<file path="src/rtl/sfifo_pkg.sv">
// Shared sizing helpers for the sfifo_cnt FIFO and its storage array.
package sfifo_pkg;

  // Number of entries for a given address width.
  function automatic int unsigned sfifodp(input int unsigned aw);
    return 32'd1 << aw;
  endfunction

  // Pointer width: address bits plus one wrap bit.
  function automatic int unsigned sfifo_ptr_w(input int unsigned aw);
    return aw + 32'd1;
  endfunction

endpackage

</file>
<file path="src/rtl/sfifo_ram.sv">
// 1R1W register array: synchronous write, asynchronous read, no control logic.
module sfifo_ram
  import sfifo_pkg::*;
#(
  parameter int unsigned SFIFODW = 32,
  parameter int unsigned SFIFOAW = 2
) (
  input  logic               clk,
  input  logic               we,
  input  logic [SFIFOAW-1:0] waddr,
  input  logic [SFIFODW-1:0] wdata,
  input  logic [SFIFOAW-1:0] raddr,
  output logic [SFIFODW-1:0] rdata
);

  localparam int unsigned SFIFODP = sfifodp(SFIFOAW);

  logic [SFIFODW-1:0] mem [SFIFODP];

  always_ff @(posedge clk) begin
    if (we) begin
      mem[waddr] <= wdata;
    end
  end

  assign rdata = mem[raddr];

endmodule

</file>
<file path="src/rtl/sfifo_cnt.sv">
// Show-ahead synchronous FIFO with occupancy count, almost-full/empty flags and flush.
// Define SFIFO_ERRCHK_EN to enable the sticky ovf/udf error flags (otherwise tied to 0).
module sfifo_cnt
  import sfifo_pkg::*;
#(
  parameter int unsigned SFIFODW     = 32,
  parameter int unsigned SFIFOAW     = 2,
  parameter int unsigned AFULL_SLACK = 2,
  parameter int unsigned AEMPTY_LVL  = 1
) (
  input  logic               clk,
  input  logic               rst,
  input  logic               flush,
  input  logic               wen,
  input  logic [SFIFODW-1:0] wdata,
  output logic               wfull,
  output logic               wqfull,
  input  logic               rnext,
  output logic [SFIFODW-1:0] rdata,
  output logic               rqempty,
  output logic               raempty,
  output logic [SFIFOAW:0]   count,
  output logic               ovf,
  output logic               udf
);

  localparam int unsigned SFIFODP = sfifodp(SFIFOAW);
  localparam int unsigned PTR_W   = sfifo_ptr_w(SFIFOAW);

  logic [PTR_W-1:0] wptr_q, wptr_d;
  logic [PTR_W-1:0] rptr_q, rptr_d;
  logic             wacc, racc;
  logic [31:0]      free_slots;

  assign count   = wptr_q - rptr_q;
  assign rqempty = (wptr_q == rptr_q);
  assign wfull   = (wptr_q[SFIFOAW-1:0] == rptr_q[SFIFOAW-1:0]) &&
                   (wptr_q[SFIFOAW] != rptr_q[SFIFOAW]);

  // Compare in 32 bits so an out-of-range slack cannot truncate.
  assign free_slots = SFIFODP - 32'(count);
  assign wqfull     = wfull || (free_slots <= AFULL_SLACK);
  assign raempty    = 32'(count) <= AEMPTY_LVL;

  assign wacc = wen & ~wfull;
  assign racc = rnext & ~rqempty;

  always_comb begin
    wptr_d = wptr_q;
    rptr_d = rptr_q;
    if (flush) begin
      wptr_d = '0;
      rptr_d = '0;
    end else begin
      if (wacc) wptr_d = wptr_q + 1'b1;
      if (racc) rptr_d = rptr_q + 1'b1;
    end
  end

  always_ff @(posedge clk or posedge rst) begin
    if (rst) begin
      wptr_q <= '0;
      rptr_q <= '0;
    end else begin
      wptr_q <= wptr_d;
      rptr_q <= rptr_d;
    end
  end

`ifdef SFIFO_ERRCHK_EN
  logic ovf_q, udf_q;

  // Sticky until reset; flush deliberately leaves them alone.
  always_ff @(posedge clk or posedge rst) begin
    if (rst) begin
      ovf_q <= 1'b0;
      udf_q <= 1'b0;
    end else begin
      if (wen && wfull)     ovf_q <= 1'b1;
      if (rnext && rqempty) udf_q <= 1'b1;
    end
  end

  assign ovf = ovf_q;
  assign udf = udf_q;
`else
  assign ovf = 1'b0;
  assign udf = 1'b0;
`endif

  sfifo_ram #(
    .SFIFODW(SFIFODW),
    .SFIFOAW(SFIFOAW)
  ) u_ram (
    .clk  (clk),
    .we   (wacc && !flush),
    .waddr(wptr_q[SFIFOAW-1:0]),
    .wdata(wdata),
    .raddr(rptr_q[SFIFOAW-1:0]),
    .rdata(rdata)
  );

endmodule

</file>
<file path="config.mk">
export PLATFORM = sky130hd
export DESIGN_NAME = sfifo_cnt
export DESIGN_NICKNAME = d
export VERILOG_FILES = /design/src/rtl/sfifo_pkg.sv /design/src/rtl/sfifo_ram.sv /design/src/rtl/sfifo_cnt.sv
export SDC_FILE = /design/constraint.sdc
export NUM_CORES = 1
export LEC_CHECK = 0
export ABC_AREA = 1
export CAP_MARGIN = 20
export CELL_PAD_IN_SITES_DETAIL_PLACEMENT = 0
export CELL_PAD_IN_SITES_GLOBAL_PLACEMENT = 1
export CORE_MARGIN = 5
export CORE_UTILIZATION = 40
export CTS_CLUSTER_DIAMETER = 200
export CTS_CLUSTER_SIZE = 28
export DETAILED_ROUTE_END_ITERATION = 7
export PLACE_DENSITY_LB_ADDON = 0.1
export RECOVER_POWER = 100
export SLEW_MARGIN = 30
export SYNTH_ARGS = -nofsm -noshare
export SYNTH_HDL_FRONTEND = slang
export SYNTH_SLANG_ARGS = --single-unit
</file>
<file path="constraint.sdc">
create_clock -name clk -period 3 [get_ports clk]
set_input_delay 0.6 -clock clk [delete_from_list [all_inputs] [get_ports clk]]
set_output_delay 0.6 -clock clk [all_outputs]
set_load 0.05 [all_outputs]
</file>
**Run 1: the clock network**

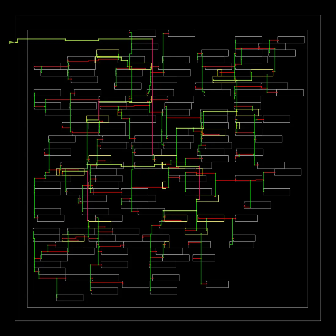
clock group power: 1.77 mW
flop count: 134

**Run 1: met2 routing**

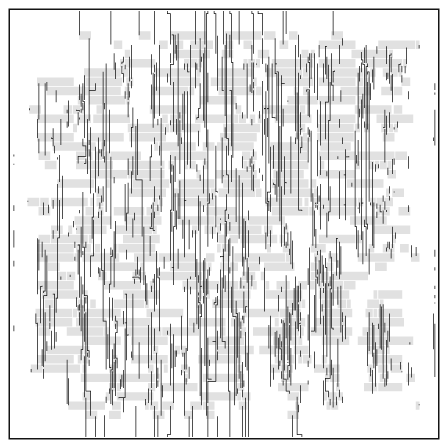
419 nets have wire on it. The wires run mostly vertical. The longest straight run is 49.8 µm. The layer carries 5830 µm of wire.

**Run 1: the metal 1 layer**

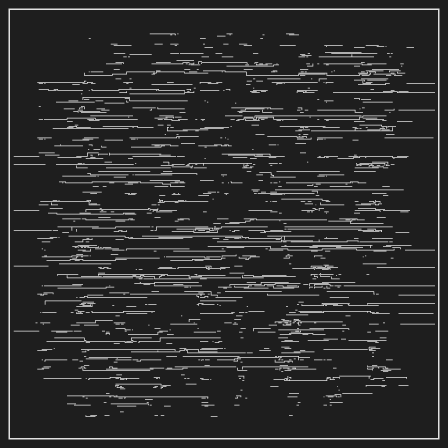
The longest straight run is 37.7 µm. The layer holds 43% of the routed length.

==> reports/metrics.cfg, run 1 <==
[detailed_routing]
drt_drc_violations_left = 0
firstDrtPassIters = 5
top_layer = met4
wl_met1_um = 4910
routed_via_density = 5.01
dr_total_vias = 3341
wl_met2_um = 5830
wire_per_inst_um = 17.1
antenna_left = 0
routed-wl-met3_um = 549
drtIter0Drc = 235

[power]
power_leader = registers
ir_worst_vdd_uv = 379
power.density_nw_per_um2 = 770
pg_comb_mw = 1.41
p_seq_share_pct = 40.0
pwr-share-comb_pct = 26.6
p_int_mw = 3.66
p_sw_mw = 1.64
p_sw_share_pct = 30.9
finalPower_mw = 5.30
clkPwrFrac_pct = 33.4

[synthesis]
topCombFamilyByArea = AND-OR/OR-AND gates
xor_area_share_pct = 0.326
ys_top_cells_by_area = edfxtp_1 72%, nor2_1 4.8%, o21ai_0 3.9%, o22ai_1 3.7%, dfrtp_1 2.8%
ys_cells = 392
ys_warn_count = 0
synthAdderAreaFrac_pct = 2.71
netlist_area_um2 = 5370
post_synth_inst_count = 392
synth_top_cell_by_area = edfxtp_1
synth.avg_cell_area_um2 = 13.7
synth.cellmix.simpleShare_pct = 8.56
synth_cell_types = 25
synth.cellmix.compoundShare_pct = 9.79
yosys_area_um2 = 5370
ys_sh_mux_pct = 0
netlist.area_leader.share_pct = 71.6

[finish]
top_register = u_ram.mem
final_cells = 667
layout-drive-gt1-share_pct = 20.2
largest_register_ffs = 128
n_antenna_cell = 0
finalCoreUtilization_pct = 52.2
top_regs = u_ram.mem: 128 flops, rptr_q: 3 flops, wptr_q: 3 flops
final_cell_mix = 128 x edfxtp_1, 65 x nor2_1, 50 x buf_4, 42 x o21ai_0, 33 x dlygate4sd3_1
lay_top_count = edfxtp_1
final_cell_area_um2 = 6890
syn_to_final_growth_pct = 28.4
nNetsFinal = 531

[setup_path]
reg2reg_from = rptr_q[1]
critical_path_depth = 7
slowest_delay_ns = 0.60
path_cells = ha_4, fa_2, ha_4, or2_4, nand3_2, nand2_2, buf_12
crit_path_frequent_cell = ha_4
rr_endpoint = u_ram.mem[1][29]
path_max_fanout = 4
crit_slowest_cell = fa_2
reg2reg_slack_ns = 0.42
path_delay_family = adder cells
worst_setup_path_end_kind = output port
cp-start-kind = flip-flop
path_buffers = 1
required_ns = 2.40
startpoint = rptr_q[0]
cp-endpoint = wqfull
critPathKind = flip-flop to output port

[grt]
grt_pass1_wl_um = 18200
busiest_layer = met2
track_usage_pct = 14.9
grt_start_max_net_pins = 67
grt_overflow = 0
grt_pass1_vias = 3377
grt_use_met1_pct = 18.3
use_met3_pct = 4.83
met2_usage_pct = 25.1

[die]
fp_util_pct = 40.7
core_area_um2 = 13200
fp.dieH_um = 126
die_x_um = 126
fp-row-count = 42
die-area_um2 = 15800

[clock_tree]
htree_levels = 4
clock_sinks = 134
cts_tree = done
cts_buffers = 17
clk_latency_ns = 0.40
post-cts-setup-buffers = 5
root_buffer = clkbuf_16
clockBufferDepth = 2
post_cts_resized = 10
path_clk_slew_ns = 0.05

[flow_run]
warning_count = 34
drv_cap = 0

[timing]
relSlewSlack_pct = 55.9
skew_ns = 0.00620
rsz0062_at_grt = true
min_period_ns = 2.91
setup_slack_ns = 0.0862
slew_violations = 0
tns_ns = 0
setup_violations = 0
finalHoldViolCount = 0
fmax_mhz = 343
tightest_slew_ns = 0.662
fin_crit_sh_pct = 97.1
hold_ws_ns = 0.558

[placed_design]
port_buffers = 75
place_area_um2 = 6300
gp_congestion = 0.717
hpwl_um = 6780

[outcome]
status = finished clean

[min_path]
min_path_type = input port to async pin

## run 1: area by class of cell
type	count	area [µm²]
repair buffers	94	877
multi-input cells	218	1230
clock buffers	19	433
fillers	1154	6300
well taps	176	220
flip-flops and latches	134	4000
inverters	18	67.6
clock inverters	8	63.8
## run 1: synthesized netlist by cell type
cell type,n
nand2_1,14
fa_1,1
buf_2,5
xor2_1,2
buf_6,7
conb_1,1
nand2_2,2
nor2_1,69
o22ai_1,32
nand4_1,6
clkbuf_1,8
edfxtp_1,128
inv_2,2
nand4_4,1
buf_4,2
dfrtp_1,6
buf_1,1
nand3_2,1
o21ai_1,22
or2_2,1
o21ai_0,42
a21oi_1,1
nand3_1,12
ha_1,10
inv_1,16
**Run 1: sizing map**

Bar = 50 µm.
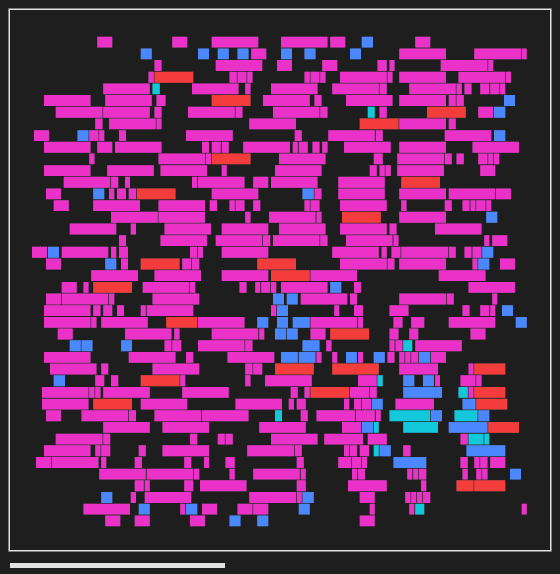

==> run 2, diff against run 1 <==
--- a/config.mk
+++ b/config.mk
@@ -10,7 +10,8 @@
 export CELL_PAD_IN_SITES_DETAIL_PLACEMENT = 0
 export CELL_PAD_IN_SITES_GLOBAL_PLACEMENT = 1
 export CORE_MARGIN = 5
-export CORE_UTILIZATION = 40
+export CORE_UTILIZATION = 41
+export CTS_BUF_LIST = sky130_fd_sc_hd__clkbuf_8
 export CTS_CLUSTER_DIAMETER = 200
 export CTS_CLUSTER_SIZE = 28
 export DETAILED_ROUTE_END_ITERATION = 7
**Run 2: sizing map**

Bar = 20 µm.
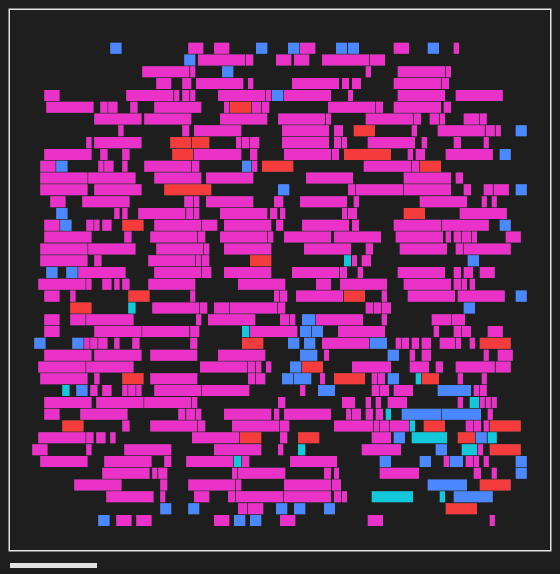
Red is _6 and larger, cells 30, most used clkbuf_8. Cyan is _2 cells, cells 15, most used clkinv_2. Magenta is _0 and _1 cells, cells 392, most used edfxtp_1. Blue is _3 and _4 cells, cells 60, most used buf_4.

**Run 2: met4 routing**

Bar = 20 µm.
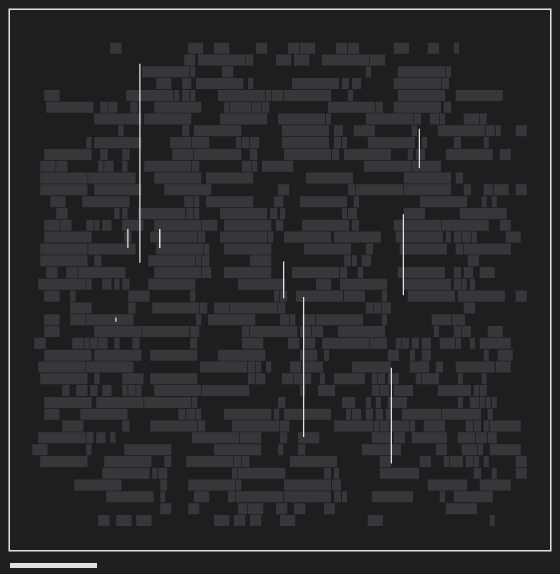
The layer carries 144 µm of wire. The wires run mostly vertical. The layer holds 1.3% of the routed length. The longest straight run is 45.6 µm.

**Run 2: the clock network**

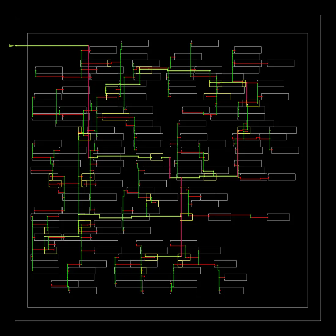
clock group power: 1.34 mW
CTS Buf Count: 17
Worst-Skew Late Latency: 0.43 ns
Layout clock buffers: 17
Worst Skew: 0.00783 ns

==> reports/metrics.cfg, run 2 <==
[outcome]
status = finished clean

[finish]
fillCellCount = 1152
final_cells = 669
top_regs = u_ram.mem: 128 flops, rptr_q: 3 flops, wptr_q: 3 flops
finalCoreUtilization_pct = 53.3
n_antenna_cell = 0
lay_top_count = edfxtp_1
nNetsFinal = 532
layout-drive-gt1-share_pct = 21.1
top_register = u_ram.mem
syn_to_final_growth_pct = 26.4
final_cell_mix = 128 x edfxtp_1, 65 x nor2_1, 48 x buf_4, 42 x o21ai_0, 33 x dlygate4sd3_1
largest_register_ffs = 128
final_cell_area_um2 = 6780

[synthesis]
synthAdderAreaFrac_pct = 2.71
edf_count = 128
xor_area_share_pct = 0.326
ys.flops = 134
post_synth_inst_count = 392
ys_sh_mux_pct = 0
synth-main-ff-cell = edfxtp_1
ys_seq_share_pct = 74.4
ys_warn_count = 0
synth_top_cell_by_area = edfxtp_1
netlist_area_um2 = 5370
topCombFamilyByArea = AND-OR/OR-AND gates
synth.cellmix.simpleShare_pct = 8.56
post-synth-top-count-cell = edfxtp_1
synth.avg_cell_area_um2 = 13.7
netlist.area_leader.share_pct = 71.6
ys_top_cells_by_area = edfxtp_1 72%, nor2_1 4.8%, o21ai_0 3.9%, o22ai_1 3.7%, dfrtp_1 2.8%
yosys_area_um2 = 5370
synth.cellmix.compoundShare_pct = 9.79
ys_cells = 392
ys_top_cells_by_count = 128 x edfxtp_1, 69 x nor2_1, 42 x o21ai_0
synth_cell_types = 25
ys_async_sr_fraction_pct = 4.48

[clock_tree]
htree_levels = 4
clockBufferDepth = 2
post-cts-setup-buffers = 3
path_clk_slew_ns = 0.07
root_buffer = clkbuf_8
cts_hold_repair.buffers = 0
cts_tree = done
post_cts_resized = 9
clock_sinks = 134

[power]
powerSeq_mw = 2.12
p_sw_mw = 1.60
p_sw_share_pct = 32.8
power.density_nw_per_um2 = 720
finalPower_mw = 4.89
p_seq_share_pct = 43.4
clkPwrFrac_pct = 27.4
power_leader = registers
ir_worst_vdd_uv = 306
pg_comb_mw = 1.43
p_int_mw = 3.29
p_leak_nw = 2.46
pwr-share-comb_pct = 29.3

[grt]
grt_pass1_wl_um = 18000
antenna_found_initial = 2
grt_start_max_net_pins = 68
grt_pass1_vias = 3325
track_usage_pct = 15.1
grt_overflow = 0

[setup_path]
path_buffers = 2
cp-start-kind = flip-flop
path_cells = ha_4, fa_2, inv_2, ha_4, or2_4, nand3_2, nand2_2, buf_12
rr_endpoint = u_ram.mem[2][13]
critical_path_depth = 8
crit_slowest_cell = fa_2
startpoint = rptr_q[0]
crit_path_frequent_cell = ha_4
crit_arrival_ns = 2.33
rr_worst_depth = 7
required_ns = 2.40
slowest_delay_ns = 0.58
reg2reg_from = rptr_q[1]
path_max_fanout = 3
cp-endpoint = wqfull
path_delay_family = adder cells
reg2reg_slack_ns = 0.45
critPathKind = flip-flop to output port
worst_setup_path_end_kind = output port

[detailed_routing]
wire_per_inst_um = 17.0
routed_via_density = 4.99
dr_total_vias = 3340
drt_drc_violations_left = 0
firstDrtPassIters = 4
drt_wl_total_um = 11300
antenna_left = 0
drtIter0Drc = 168

[die]
die-area_um2 = 15500
core_area_um2 = 12700
die_x_um = 124
io_pins = 78
fp-row-count = 41
fp.dieH_um = 124
fp_util_pct = 42.2

[timing]
hold_ws_ns = 0.537
setup_violations = 0
setup_slack_ns = 0.0742
slew_violations = 0
fmax_mhz = 342
min_period_ns = 2.93
tns_ns = 0
rsz0062_at_grt = true
fin_crit_sh_pct = 97.5
finalHoldViolCount = 0

[placed_design]
port_buffers = 75
place_area_um2 = 6320
dp_cells = 632
dp_worst_setup_slack_ns = 0.206
hpwl_um = 6730
gp_congestion = 0.787

[flow_run]
warning_count = 35
drv_cap = 0

[min_path]
min_path_type = input port to async pin

[run 2: cell counts after synthesis]
No cell type changed its count.
[run 2: per-layer routing]
| metal | part of all wire (%) | routed length (µm) | up-vias | track usage [%] |
|---|---|---|---|---|
| met2 | 50 | 5620 | 75 | 24.6 |
| met1 | 44 | 5010 | 1617 | 18.8 |
| met4 | 1.3 | 143 | 4 | 5.03 |
| li1 | - | - | 1627 | - |
| met5 | 0.15 | 17 | - | 0 |
| met3 | 4.9 | 560 | 17 | 5.36 |
[run 2: area by class of cell]
class                           count  area [µm²]  share of cell area (%)
Timing Repair Buffer               95         908                    13.4
Inverter                           18        70.1                    1.03
Clock buffer                       17         234                    3.45
Sequential cell                   134        4000                    58.9
Tap cell                          172         215                    3.17
Clock inverter                     15         121                    1.79
Multi-Input combinational cell    218        1240                    18.3
Power and IR drop assume default switching activity.
